===== config.mk =====
export PLATFORM = sky130hd
export DESIGN_NAME = div_sequencer_flat
export DESIGN_NICKNAME = d
export VERILOG_FILES = /design/src/rtl/div_sequencer_pkg.sv /design/src/rtl/div_sequencer_if.sv /design/src/rtl/div_sequencer_hilo_regs.sv /design/src/rtl/div_sequencer.sv /design/src/flat_wrapper.sv
export SDC_FILE = /design/constraint.sdc
export NUM_CORES = 1
export LEC_CHECK = 0
export ABC_AREA = 1
export CAP_MARGIN = 30
export CORE_ASPECT_RATIO = 1.4
export CORE_MARGIN = 1.5
export CORE_UTILIZATION = 36
export DETAILED_ROUTE_END_ITERATION = 8
export MAX_ROUTING_LAYER = met4
export PLACE_DENSITY = 0.77
export SLEW_MARGIN = 25
export SYNTH_ARGS = -nofsm -noshare
export SYNTH_HDL_FRONTEND = slang
export SYNTH_SLANG_ARGS = --single-unit

===== constraint.sdc =====
create_clock -name clk -period 1.4 [get_ports clk]
set_clock_uncertainty 0.15 [all_clocks]
set_input_delay 0.28 -clock clk [delete_from_list [all_inputs] [get_ports clk]]
set_output_delay 0.28 -clock clk [all_outputs]
set_load 0.05 [all_outputs]

===== src/rtl/div_sequencer_pkg.sv =====
// div_sequencer_pkg: shared widths, divider latency and sequencer state encoding.
package div_sequencer_pkg;
  localparam int DATA_W = 32;
  localparam int DIV_LAT = 32;
  localparam int CNT_W = $clog2(DIV_LAT) + 1;
  typedef enum logic [1:0] {IDLE, RUN, CAPTURE} state_e;
endpackage


===== src/rtl/div_sequencer_if.sv =====
// div_sequencer_if: control-unit side of the divide sequencer (request, HI/LO access, status).
interface div_sequencer_if;
  import div_sequencer_pkg::*;
  logic start;
  logic [DATA_W-1:0] a_in;
  logic [DATA_W-1:0] b_in;
  logic hi_we;
  logic lo_we;
  logic [DATA_W-1:0] hilo_wdata;
  logic busy;
  logic done;
  logic div_zero;
  logic [DATA_W-1:0] hi_out;
  logic [DATA_W-1:0] lo_out;
  modport master(output start, a_in, b_in, hi_we, lo_we, hilo_wdata,
                 input busy, done, div_zero, hi_out, lo_out);
  modport slave(input start, a_in, b_in, hi_we, lo_we, hilo_wdata,
                output busy, done, div_zero, hi_out, lo_out);
endinterface


===== src/rtl/div_sequencer_hilo_regs.sv =====
// hilo_regs: architectural HI/LO with an mthi/mtlo port (blocked while busy) and a capture port.
module hilo_regs
  import div_sequencer_pkg::*;
(
  input  logic              clk,
  input  logic              reset,
  input  logic              busy,
  input  logic              hi_we,
  input  logic              lo_we,
  input  logic [DATA_W-1:0] wdata,
  input  logic              cap_we,
  input  logic [DATA_W-1:0] cap_hi,
  input  logic [DATA_W-1:0] cap_lo,
  output logic [DATA_W-1:0] hi_out,
  output logic [DATA_W-1:0] lo_out
);
  logic [DATA_W-1:0] hi_q, hi_d, lo_q, lo_d;
  always_comb begin
    hi_d = cap_we ? cap_hi : (hi_we && !busy) ? wdata : hi_q;
    lo_d = cap_we ? cap_lo : (lo_we && !busy) ? wdata : lo_q;
  end
  always_ff @(posedge clk or negedge reset) begin
    if (!reset) begin
      hi_q <= '0;
      lo_q <= '0;
    end else begin
      hi_q <= hi_d;
      lo_q <= lo_d;
    end
  end
  assign hi_out = hi_q;
  assign lo_out = lo_q;
endmodule


===== src/rtl/div_sequencer.sv =====
// div_sequencer: runs the iterative signed divider for DIV_LAT enabled cycles and captures HI/LO.
module div_sequencer
  import div_sequencer_pkg::*;
(
  input  logic              clk,
  input  logic              reset,
  div_sequencer_if.slave    bus,
  output logic              div_ctrl,
  output logic [DATA_W-1:0] div_a,
  output logic [DATA_W-1:0] div_b,
  input  logic [DATA_W-1:0] div_quociente,
  input  logic [DATA_W-1:0] div_resto,
  input  logic              div_divq
);
  state_e state_q, state_d;
  logic [CNT_W-1:0] cnt_q, cnt_d;
  logic [DATA_W-1:0] a_q, a_d, b_q, b_d;
  logic done_q, done_d, dz_q, dz_d, cap;
  always_comb begin
    state_d = state_q;
    cnt_d = cnt_q;
    a_d = a_q;
    b_d = b_q;
    done_d = 1'b0;
    dz_d = 1'b0;
    cap = 1'b0;
    case (state_q)
      IDLE: if (bus.start) begin
        a_d = bus.a_in;
        b_d = bus.b_in;
        cnt_d = '0;
        state_d = RUN;
      end
      RUN: begin
        cnt_d = cnt_q + CNT_W'(1);
        if (div_divq) begin
          state_d = IDLE;
          done_d = 1'b1;
          dz_d = 1'b1;
        end else if (cnt_q == CNT_W'(DIV_LAT - 1)) state_d = CAPTURE;
      end
      CAPTURE: begin
        cap = 1'b1;
        done_d = 1'b1;
        state_d = IDLE;
      end
      default: state_d = IDLE;
    endcase
  end
  always_ff @(posedge clk or negedge reset) begin
    if (!reset) begin
      state_q <= IDLE;
      cnt_q <= '0;
      a_q <= '0;
      b_q <= '0;
      done_q <= 1'b0;
      dz_q <= 1'b0;
    end else begin
      state_q <= state_d;
      cnt_q <= cnt_d;
      a_q <= a_d;
      b_q <= b_d;
      done_q <= done_d;
      dz_q <= dz_d;
    end
  end
  // div_ctrl stays high through CAPTURE so the divider holds its results while they are sampled
  assign div_ctrl = (state_q == RUN) || (state_q == CAPTURE);
  assign bus.busy = (state_q != IDLE);
  assign bus.done = done_q;
  assign bus.div_zero = dz_q;
  assign div_a = a_q;
  assign div_b = b_q;
  hilo_regs u_hilo (
    .clk(clk),
    .reset(reset),
    .busy(bus.busy),
    .hi_we(bus.hi_we),
    .lo_we(bus.lo_we),
    .wdata(bus.hilo_wdata),
    .cap_we(cap),
    .cap_hi(div_resto),
    .cap_lo(div_quociente),
    .hi_out(bus.hi_out),
    .lo_out(bus.lo_out)
  );
endmodule


===== src/flat_wrapper.sv =====
// flat-port wrapper written by rule: the top's interface ports become plain ports
module div_sequencer_flat import div_sequencer_pkg::*;
  (clk, reset, div_ctrl, div_a, div_b, div_quociente, div_resto, div_divq, bus_start, bus_a_in, bus_b_in, bus_hi_we, bus_lo_we, bus_hilo_wdata, bus_busy, bus_done, bus_div_zero, bus_hi_out, bus_lo_out);
  div_sequencer_if bus_i ();
  input  logic clk;
  input  logic reset;
  output logic div_ctrl;
  output logic [DATA_W-1:0] div_a;
  output logic [DATA_W-1:0] div_b;
  input  logic [DATA_W-1:0] div_quociente;
  input  logic [DATA_W-1:0] div_resto;
  input  logic div_divq;
  input wire logic [$bits(bus_i.start)-1:0] bus_start;
  input wire logic [$bits(bus_i.a_in)-1:0] bus_a_in;
  input wire logic [$bits(bus_i.b_in)-1:0] bus_b_in;
  input wire logic [$bits(bus_i.hi_we)-1:0] bus_hi_we;
  input wire logic [$bits(bus_i.lo_we)-1:0] bus_lo_we;
  input wire logic [$bits(bus_i.hilo_wdata)-1:0] bus_hilo_wdata;
  output wire logic [$bits(bus_i.busy)-1:0] bus_busy;
  output wire logic [$bits(bus_i.done)-1:0] bus_done;
  output wire logic [$bits(bus_i.div_zero)-1:0] bus_div_zero;
  output wire logic [$bits(bus_i.hi_out)-1:0] bus_hi_out;
  output wire logic [$bits(bus_i.lo_out)-1:0] bus_lo_out;
  assign bus_i.start = bus_start;
  assign bus_i.a_in = bus_a_in;
  assign bus_i.b_in = bus_b_in;
  assign bus_i.hi_we = bus_hi_we;
  assign bus_i.lo_we = bus_lo_we;
  assign bus_i.hilo_wdata = bus_hilo_wdata;
  assign bus_busy = bus_i.busy;
  assign bus_done = bus_i.done;
  assign bus_div_zero = bus_i.div_zero;
  assign bus_hi_out = bus_i.hi_out;
  assign bus_lo_out = bus_i.lo_out;
  div_sequencer u_core (.clk(clk), .reset(reset), .bus(bus_i), .div_ctrl(div_ctrl), .div_a(div_a), .div_b(div_b), .div_quociente(div_quociente), .div_resto(div_resto), .div_divq(div_divq));
endmodule

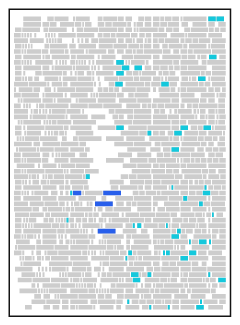
(images/logic_types.png)
(2 px per µm)
Key: adder and majority cells = blue [cells 4, most used ha_4]; NOR gates = cyan [cells 49, most used nor2_4]
Comb/total area: 22.4%
Finished Layout Cells: 1,310
most frequent logic cell in the layout: nand2_1

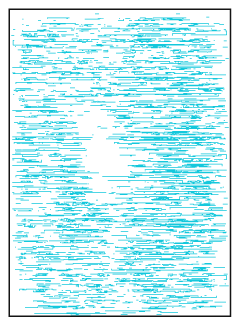
(images/layer_met1.png)
(2 px per µm)
The wires run mostly horizontal. 1,096 nets have wire on it. The layer carries 10,500 µm of wire. The layer holds 33% of the routed length. The longest straight run is 37.3 µm.
final WL: 32.2 mm
met1 Track Usage GR: 32.3%
Vias: 7,142

==> CHANGELOG.md <==
## Flow update

* Status: complete, but fails checks
* Hpwl dp at 14.4 mm
* Dominant cell type by area after synthesis: dfrtp_1
* Max Used Layer: met4
* Part of the power in registers at 19.5%
* Post-synth seq share at 59.9%
* Combinational gates at 468
* RSZ-0062 raised after global routing: true
* Crit path capture: u_core.u_hilo.hi_out[24]
* Root Buffer: clkbuf_16
* Net Sw Frac at 46.3%
* Clock Sinks at 138
* Tool warnings at 31
* WP depth at 8
* Reg-to-reg slack, setup at -0.52 ns
* Crit path max fanout at 7
* Placed Area at 10,600 µm²
* Critical path required time at 1.52 ns
* Grt met3 use at 7.19%
* Hold buffers post-CTS at 1
* Type of the worst min-delay path: in2async
* All-Layer GR Usage at 30.6%
* Top logic family: simple AND/OR/NAND/NOR gates
* Gpl congestion at 0.867
* ClkCell Share at 4.23%
* Commonest non-fill, non-tap cells in the layout: nand2_1 (244), clkdlybuf4s50_1 (164), buf_12 (146)
* Ao+oa area frac at 10.2%
* Cells after synthesis at 672
* Non-clock buffering overhead at 44.7%
* CP Launch Type: flop
* Basic Gates by Area at 23.5%
* LEAKAGE at 6.29 nW
* Commonest flop: dfrtp_1
* EDFF count, synth at 0
* P_comb at 30.3 mW
* Violated checks: negative setup slack
* Largest class: non-clock buffers
* Drt pass-1 iters at 5
* Met2 Usage GRT at 53.2%
* Final setup fails at 267
* Core Region at 15,600 µm²
* Layout overhead on the synthesized area at 141%
* Max-cap violations at 0
* Final hold violation count at 0
* Area share of fa/ha/maj cells after synthesis at 0.869%
* CP max-delay cell: nor2_1
* # nets final at 1,271
* Total Power at 43.3 mW
* Fin crit share at 137%
* CTS clock-pin slew for the worst setup and hold paths at 0.07 ns
* Cell Area, Synth at 5760 µm²
* Max Freq at 522 MHz
* Via/cell ratio at 5.45
* # diodes at 0
* Post-synth top cells: nand2_1 (293), dfrtp_1 (138), a21oi_1 (57), nor2_1 (49)
* NetSw at 20.0 mW
* First-pass GRT wire length at 37.5 mm
* Met2 WL post-DR at 16.2 mm
* CP Data Arrival Time at 2.04 ns
* Yosys cell count at 672
* Flops at 138
* Min setup slack post-route at -0.516 ns
* Initial antenna violation count at 0
* Clock net power at 4.60 mW
* Endpoint type of the worst setup path: flop
* Setup Fix Bufs, Post-CTS at 20
* Cell Pwr Density at 3120 nW/µm²
* M1 WL at 10.5 mm
* Setup TNS at -43.00 ns
* Reg-to-reg endpoint: u_core.u_hilo.hi_out[24]
* Part of the power in the clock network at 10.6%
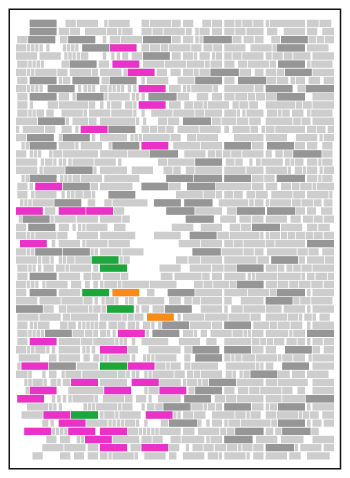
(images/flops_by_reg.png)
(3 px per µm) Other sequential cells in the stronger gray, the rest of the logic in the fainter gray.
Key: u_core.div_a = magenta [placed flops 32]; u_core.state_q = orange [placed flops 2]; u_core.cnt_q = green [placed flops 6]
sequential cell area: 3490 µm²
Final Util: 88.8%
P_seq: 8.43 mW

Power figures rest on the tool's default switching activity, not on a simulated workload.
